## config.mk

```make
export PLATFORM = sky130hd
export DESIGN_NAME = lcd_figure_request
export DESIGN_NICKNAME = d
export VERILOG_FILES = /design/src/rtl/lcd_pkg.sv /design/src/rtl/lcd_code_sanitize.sv /design/src/rtl/lcd_figure_request.sv
export SDC_FILE = /design/constraint.sdc
export NUM_CORES = 1
export LEC_CHECK = 0
export CORE_AREA = 4 4 102 104
export CTS_CLUSTER_SIZE = 25
export DETAILED_ROUTE_END_ITERATION = 12
export DIE_AREA = 0 0 106 108
export SLEW_MARGIN = 20
export SYNTH_ARGS = -nofsm -noshare
export SYNTH_HDL_FRONTEND = slang
export SYNTH_HIERARCHICAL = 1
export SYNTH_SLANG_ARGS = --single-unit
```

## constraint.sdc

```tcl
create_clock -name clk -period 3.4 [get_ports clk]
set_input_delay 0.68 -clock clk [delete_from_list [all_inputs] [get_ports clk]]
set_output_delay 0.68 -clock clk [all_outputs]
set_load 0.02 [all_outputs]
```

## src/rtl/lcd_pkg.sv

```systemverilog
// Shared definitions for the LCD figure request path: FSM states, face/stat codes
// and the neutral/neutral selection used after reset.
package lcd_pkg;

   typedef enum logic [2:0] {
      IDLE      = 3'd0,
      SETTLE    = 3'd1,
      REQUEST   = 3'd2,
      WAIT_BUSY = 3'd3,
      HOLDOFF   = 3'd4
   } state_t;

   localparam logic [1:0] FACE_HAPPY   = 2'b00;
   localparam logic [1:0] FACE_SAD     = 2'b01;
   localparam logic [1:0] FACE_ILLEGAL = 2'b10;
   localparam logic [1:0] FACE_NEUTRAL = 2'b11;

   localparam logic [2:0] STAT_ENERGY  = 3'b000;
   localparam logic [2:0] STAT_FUN     = 3'b001;
   localparam logic [2:0] STAT_FOOD    = 3'b010;
   localparam logic [2:0] STAT_HEALTH  = 3'b011;
   localparam logic [2:0] STAT_NEUTRAL = 3'b100;

   localparam logic [4:0] SEL_RESET = {FACE_NEUTRAL, STAT_NEUTRAL};

   // Bits needed to count up to limit; never narrower than one bit.
   function automatic int cnt_width(input int limit);
      return (limit > 0) ? $clog2(limit + 1) : 1;
   endfunction

endpackage

```

## src/rtl/lcd_code_sanitize.sv

```systemverilog
// Combinational legalisation of face/stat codes: illegal face maps to neutral,
// out-of-range stat maps to neutral.
module lcd_code_sanitize
   import lcd_pkg::*;
(
   input  logic [1:0] face,
   input  logic [2:0] stat,
   output logic [1:0] face_ok,
   output logic [2:0] stat_ok
);

   always_comb begin
      face_ok = face;
      stat_ok = stat;
      if (face == FACE_ILLEGAL) begin
         face_ok = FACE_NEUTRAL;
      end else begin
         face_ok = face;
      end
      if (stat > STAT_NEUTRAL) begin
         stat_ok = STAT_NEUTRAL;
      end else begin
         stat_ok = stat;
      end
   end

endmodule

```

## src/rtl/lcd_figure_request.sv

```systemverilog
// Debounces pet face/stat codes into a stable figure selection and handshakes it
// to the LCD writer, with ack-timeout retries, a post-draw gap and periodic refresh.
module lcd_figure_request
   import lcd_pkg::*;
#(
   parameter int SETTLE_CYCLES  = 1_000_000,
   parameter int ACK_TIMEOUT    = 65_536,
   parameter int MIN_GAP        = 50_000,
   parameter int REFRESH_CYCLES = 50_000_000
)(
   input  logic       clk,
   input  logic       reset,
   input  logic [1:0] face_i,
   input  logic [2:0] stat_i,
   input  logic       lcd_busy_i,
   output logic       ready_o,
   output logic [4:0] select_figures_o,
   output logic       pending_o
);

   localparam int WAIT_MAX = (ACK_TIMEOUT > MIN_GAP) ? ACK_TIMEOUT : MIN_GAP;
   localparam int SW = cnt_width(SETTLE_CYCLES);
   localparam int WW = cnt_width(WAIT_MAX);
   localparam int RW = cnt_width(REFRESH_CYCLES);

   localparam int SETTLE_LAST_I = (SETTLE_CYCLES > 1)  ? SETTLE_CYCLES - 1  : 0;
   localparam int ACK_LAST_I    = (ACK_TIMEOUT > 1)    ? ACK_TIMEOUT - 1    : 0;
   localparam int GAP_LAST_I    = (MIN_GAP > 1)        ? MIN_GAP - 1        : 0;
   localparam int REF_LAST_I    = (REFRESH_CYCLES > 1) ? REFRESH_CYCLES - 1 : 0;

   localparam logic [SW-1:0] SETTLE_LAST = SW'(SETTLE_LAST_I);
   localparam logic [WW-1:0] ACK_LAST    = WW'(ACK_LAST_I);
   localparam logic [WW-1:0] GAP_LAST    = WW'(GAP_LAST_I);
   localparam logic [RW-1:0] REF_LAST    = RW'(REF_LAST_I);

   state_t          state, state_nx;
   logic [1:0]      face_ok;
   logic [2:0]      stat_ok;
   logic [4:0]      cand, cand_prev;
   logic [4:0]      committed_nx;
   logic            ready_nx, pending_nx;
   logic [SW-1:0]   settle_cnt, settle_nx;
   logic [WW-1:0]   wait_cnt, wait_nx;
   logic [RW-1:0]   refresh_cnt, refresh_nx;

   lcd_code_sanitize u_sanitize (
      .face    (face_i),
      .stat    (stat_i),
      .face_ok (face_ok),
      .stat_ok (stat_ok)
   );

   // State, counters, candidate pipeline and registered outputs.
   always_ff @(posedge clk) begin
      if (reset) begin
         state            <= IDLE;
         cand             <= SEL_RESET;
         cand_prev        <= SEL_RESET;
         select_figures_o <= SEL_RESET;
         ready_o          <= 1'b0;
         pending_o        <= 1'b0;
         settle_cnt       <= '0;
         wait_cnt         <= '0;
         refresh_cnt      <= '0;
      end else begin
         state            <= state_nx;
         cand             <= {face_ok, stat_ok};
         cand_prev        <= cand;
         select_figures_o <= committed_nx;
         ready_o          <= ready_nx;
         pending_o        <= pending_nx;
         settle_cnt       <= settle_nx;
         wait_cnt         <= wait_nx;
         refresh_cnt      <= refresh_nx;
      end
   end

   // Next-state logic; select_figures_o doubles as the committed value.
   always_comb begin
      state_nx     = state;
      committed_nx = select_figures_o;
      ready_nx     = ready_o;
      pending_nx   = pending_o;
      settle_nx    = settle_cnt;
      wait_nx      = wait_cnt;
      refresh_nx   = refresh_cnt;
      case (state)
         IDLE: begin
            if (cand != select_figures_o) begin
               state_nx   = SETTLE;
               settle_nx  = '0;
               pending_nx = 1'b1;
            end else if ((REFRESH_CYCLES != 0) && (refresh_cnt == REF_LAST)) begin
               state_nx   = REQUEST;
               refresh_nx = '0;
               ready_nx   = 1'b1;
               wait_nx    = '0;
            end else if (refresh_cnt != REF_LAST) begin
               refresh_nx = refresh_cnt + 1'b1;
            end else begin
               refresh_nx = refresh_cnt;
            end
         end
         SETTLE: begin
            if (cand == select_figures_o) begin
               state_nx   = IDLE;
               pending_nx = 1'b0;
               refresh_nx = '0;
            end else if (cand != cand_prev) begin
               settle_nx = '0;
            end else if (settle_cnt == SETTLE_LAST) begin
               committed_nx = cand;
               state_nx     = REQUEST;
               ready_nx     = 1'b1;
               wait_nx      = '0;
            end else begin
               settle_nx = settle_cnt + 1'b1;
            end
         end
         REQUEST: begin
            // A low ready_o here is the one-cycle retry gap after an ack timeout.
            if (lcd_busy_i) begin
               state_nx = WAIT_BUSY;
               ready_nx = 1'b0;
            end else if (!ready_o) begin
               ready_nx = 1'b1;
               wait_nx  = '0;
            end else if (wait_cnt == ACK_LAST) begin
               ready_nx = 1'b0;
            end else begin
               wait_nx = wait_cnt + 1'b1;
            end
         end
         WAIT_BUSY: begin
            ready_nx = 1'b0;
            if (!lcd_busy_i) begin
               state_nx   = HOLDOFF;
               pending_nx = 1'b0;
               wait_nx    = '0;
            end else begin
               state_nx = WAIT_BUSY;
            end
         end
         HOLDOFF: begin
            if (wait_cnt == GAP_LAST) begin
               state_nx   = IDLE;
               refresh_nx = '0;
            end else begin
               wait_nx = wait_cnt + 1'b1;
            end
         end
         default: begin
            state_nx = IDLE;
            ready_nx = 1'b0;
         end
      endcase
   end

endmodule

```

ff_map.png
(3 px per micron) Other sequential cells in the stronger grey, the rest of the logic in the fainter grey.
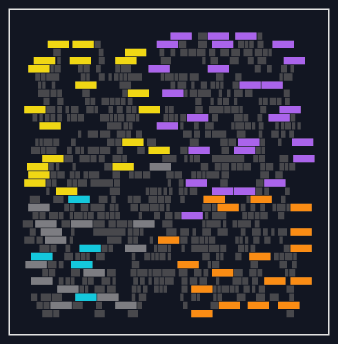
netlist name	colour	flops
wait_cnt	orange	17
refresh_cnt	purple	26
settle_cnt	yellow	20
select_figures_o	cyan	5
post-route core utilization: 0.529
sequential standard cell area: 0.00166 sq mm
flop share of the area: 0.329

m2.png
(3 px per micron)
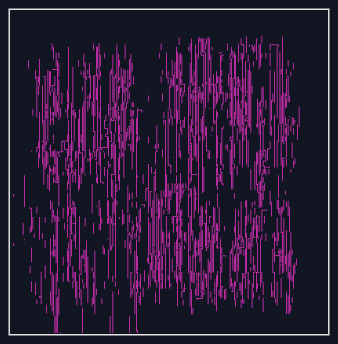
nets with wire on the layer	495
share of all routed wire	47%
wire length on this layer	5,640 microns
GR Util met2: 0.357
Routed Wire Length: 11,900 microns

util_map.png
(3 px per micron) The die is cut into 11 by 11 equal tiles; black is low, pale yellow is high, 0 to 100% covered.
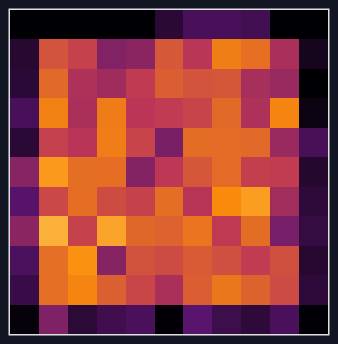
mean over tiles	43%
fullest tile	83%
tiles over 75% full	4.1%
nearly empty tiles	9.1%
Core Area: 0.00955 sq mm
Pre-Place Util: 0.477

==> impl_metrics.py <==
# Auto-generated metrics
metrics = {
    "run_status": {
        "status": "finished, final reports clean",
    },
    "power": {
        "seq_power_share": 0.478,
        "largestPowerGroup": "registers",
        "worst_ir_drop_vdd_mv": 0.223,
        "powerSeq_mw": 1.02,
        "power_switching_share": 0.289,
        "power.net_switching_mw": 0.620,
        "intPower_mw": 1.52,
        "clock_net_power_mw": 0.781,
        "power.density_cell_area_mw_per_mm2": 424,
    },
    "worst_setup_path": {
        "timing.rr.start": "wait_cnt[0]$_SDFFE_PP0P_",
        "critical_path.max_fanout": 10,
        "ff2ff_setup_slack_ns": 0.74,
        "end_kind": "flop",
        "cpMostUsedCell": "sky130_fd_sc_hd__ha_1",
        "setup.worst_path.class": "flop to flop",
        "crit_end": "wait_cnt[15]$_SDFFE_PP0P_",
        "max_stage_delay_ns": 0.41,
        "crit_path_cell_trace": "ha_1 -> and3_1 -> nand4_1 -> nor2_1 -> ha_1 -> nand4b_1 -> a21oi_1 -> a31o_2 -> or3_1 -> or4_1 -> o21ai_0",
        "r2r-end": "wait_cnt[15]$_SDFFE_PP0P_",
        "worst_case_reg_to_reg_path_depth": 11,
        "worst_endpoint_required_time_ns": 3.69,
    },
    "route": {
        "detail-route-antenna-nets": 0,
        "routed-wl-met2_microns": 5640,
        "m1WireLength_microns": 5580,
        "drtIter0Drc": 175,
        "post_drt_via_cell_ratio": 6.13,
        "top_layer": "met4",
        "drc_errors": 0,
        "dr.pass1.iters": 5,
    },
    "clock_tree": {
        "clk-insertion-delay-late_ns": 0.35,
        "cts.hold.buffers_added": 0,
        "cts_root_buf": "sky130_fd_sc_hd__clkbuf_8",
        "max-clock-path-buffers": 2,
        "post_cts_repair_setup_buffers": 0,
        "total_of_cells_resized_after_clock_tree_synthesis": 0,
        "tritoncts.num_buffers": 9,
        "cts.htree.levels": 3,
    },
    "final_timing": {
        "hold_violation_total_from_the_final_report": 0,
        "timing_worst_slew_pin_value_ns": 0.886,
        "worst_slack_ns": 0.743,
        "final.setup_skew_ns": 0.0139,
        "finalWorstPathRequiredPeriod_ns": 2.66,
        "rsz0062_at_grt": "no",
        "timing.fmax_mhz": 376,
        "total_neg_setup_slack_ns": 0,
        "timing.hold.ws_ns": 0.480,
    },
    "global_routing": {
        "vias_in_the_first_global_route": 4103,
        "grt_first_pass_wirelength_microns": 20300,
        "grt_use_total": 0.215,
        "initial_antenna_violation_count": 0,
        "grt.overflow.total": 0,
        "grt_most_used_layer": "met2",
    },
    "synthesis": {
        "number_of_flops_mapped_to_enable_cells_by_yosys": 0,
        "ys_warnings": 6,
        "yosysChipArea_sq_mm": 0.00455,
        "syn_area_sq_mm": 0.00455,
        "ys_async_sr_fraction": 0,
        "postSynthAreaPerCell_sq_um": 7.99,
        "synth.net_count": 582,
    },
    "finish": {
        "layout.clock_buffers": 11,
        "insertedDiodeCount": 0,
        "inverters_excl_clock": 14,
        "logic_gates": 445,
        "sh_comb_area": 0.537,
        "nFlopsAndLatches": 83,
        "final_layout_top_logic_cell": "sky130_fd_sc_hd__dfxtp_1",
        "non_clock_buffer_area_share": 0.0490,
        "signal_buffers": 29,
        "n_fill_cell": 944,
        "layout.cell_area.non_filler_sq_mm": 0.00505,
        "area_growth_syn_to_layout_pct": 11.0,
    },
    "job": {
        "tool_warnings": 26,
        "drv.max_cap_violation_count": 0,
    },
    "floorplan": {
        "rows": 36,
        "die-height_microns": 108,
    },
    "worst_hold_path": {
        "min_path_type": "flop to flop",
        "worstHoldEndpoint": "refresh_cnt[1]$_SDFFE_PP0P_",
        "hold_depth": 2,
        "worst_hold_startpoint": "refresh_cnt[1]$_SDFFE_PP0P_",
    },
    "placed_design": {
        "placement.setup.worst_slack_ns": 0.727,
        "post-place-cells": 704,
        "number_of_buffers_inserted_by_port_buffering": 14,
    },
}
==> cells in the mapped netlist, types with 10 or more instances <==
cell                       instances  share of area
sky130_fd_sc_hd__o21ai_0          31          0.034
sky130_fd_sc_hd__nand4_1          14          0.019
sky130_fd_sc_hd__nand2_1          60          0.049
sky130_fd_sc_hd__inv_1            13          0.011
sky130_fd_sc_hd__dfxtp_1          83           0.36
sky130_fd_sc_hd__a21oi_1          38          0.042
sky130_fd_sc_hd__nand3_1          39          0.043
sky130_fd_sc_hd__xnor2_1          11          0.021
sky130_fd_sc_hd__nor2_1           41          0.034
sky130_fd_sc_hd__a31oi_1          10          0.014
sky130_fd_sc_hd__and3_1           18          0.025
sky130_fd_sc_hd__a311oi_1         10          0.019
sky130_fd_sc_hd__a211oi_1         12          0.020
sky130_fd_sc_hd__nor2b_1          10          0.014
sky130_fd_sc_hd__clkbuf_1         23          0.019
sky130_fd_sc_hd__nor3_1           16          0.018
==> logic make-up (layout without fill, tap and decap cells) <==
| logic type | after synthesis | in the layout | share of synthesized area |
|---|---|---|---|
| xor gates and xnor gates | 13 | 13 | 0.0250 |
| and+or+nand+nor | 267 | 267 | 0.321 |
| muxes | 3 | 3 | 0.00687 |
| buffers and inverters | 42 | 59 | 0.0387 |
| AOI/OAI and AO/OA | 158 | 158 | 0.233 |
| adders and majority gates | 4 | 4 | 0.0110 |
| DFF | 83 | 83 | 0.365 |
==> state kept, by name, summed over array words and instances, names as in the netlist <==
signal / cells
refresh_cnt: 26
settle_cnt: 20
wait_cnt: 17
cand: 5
cand_prev: 5
select_figures_o: 5
state: 3
pending_o: 1
ready_o: 1
==> critical path, delay by kind of cell (launching register included) <==
family | cells | cell delay [ns]
compound gates | 3 | 0.47
fa+ha+maj | 2 | 0.44
flops | 1 | 0.37
simple gates | 6 | 1.32
No activity file was given, so power comes from the tool's default toggle rates.
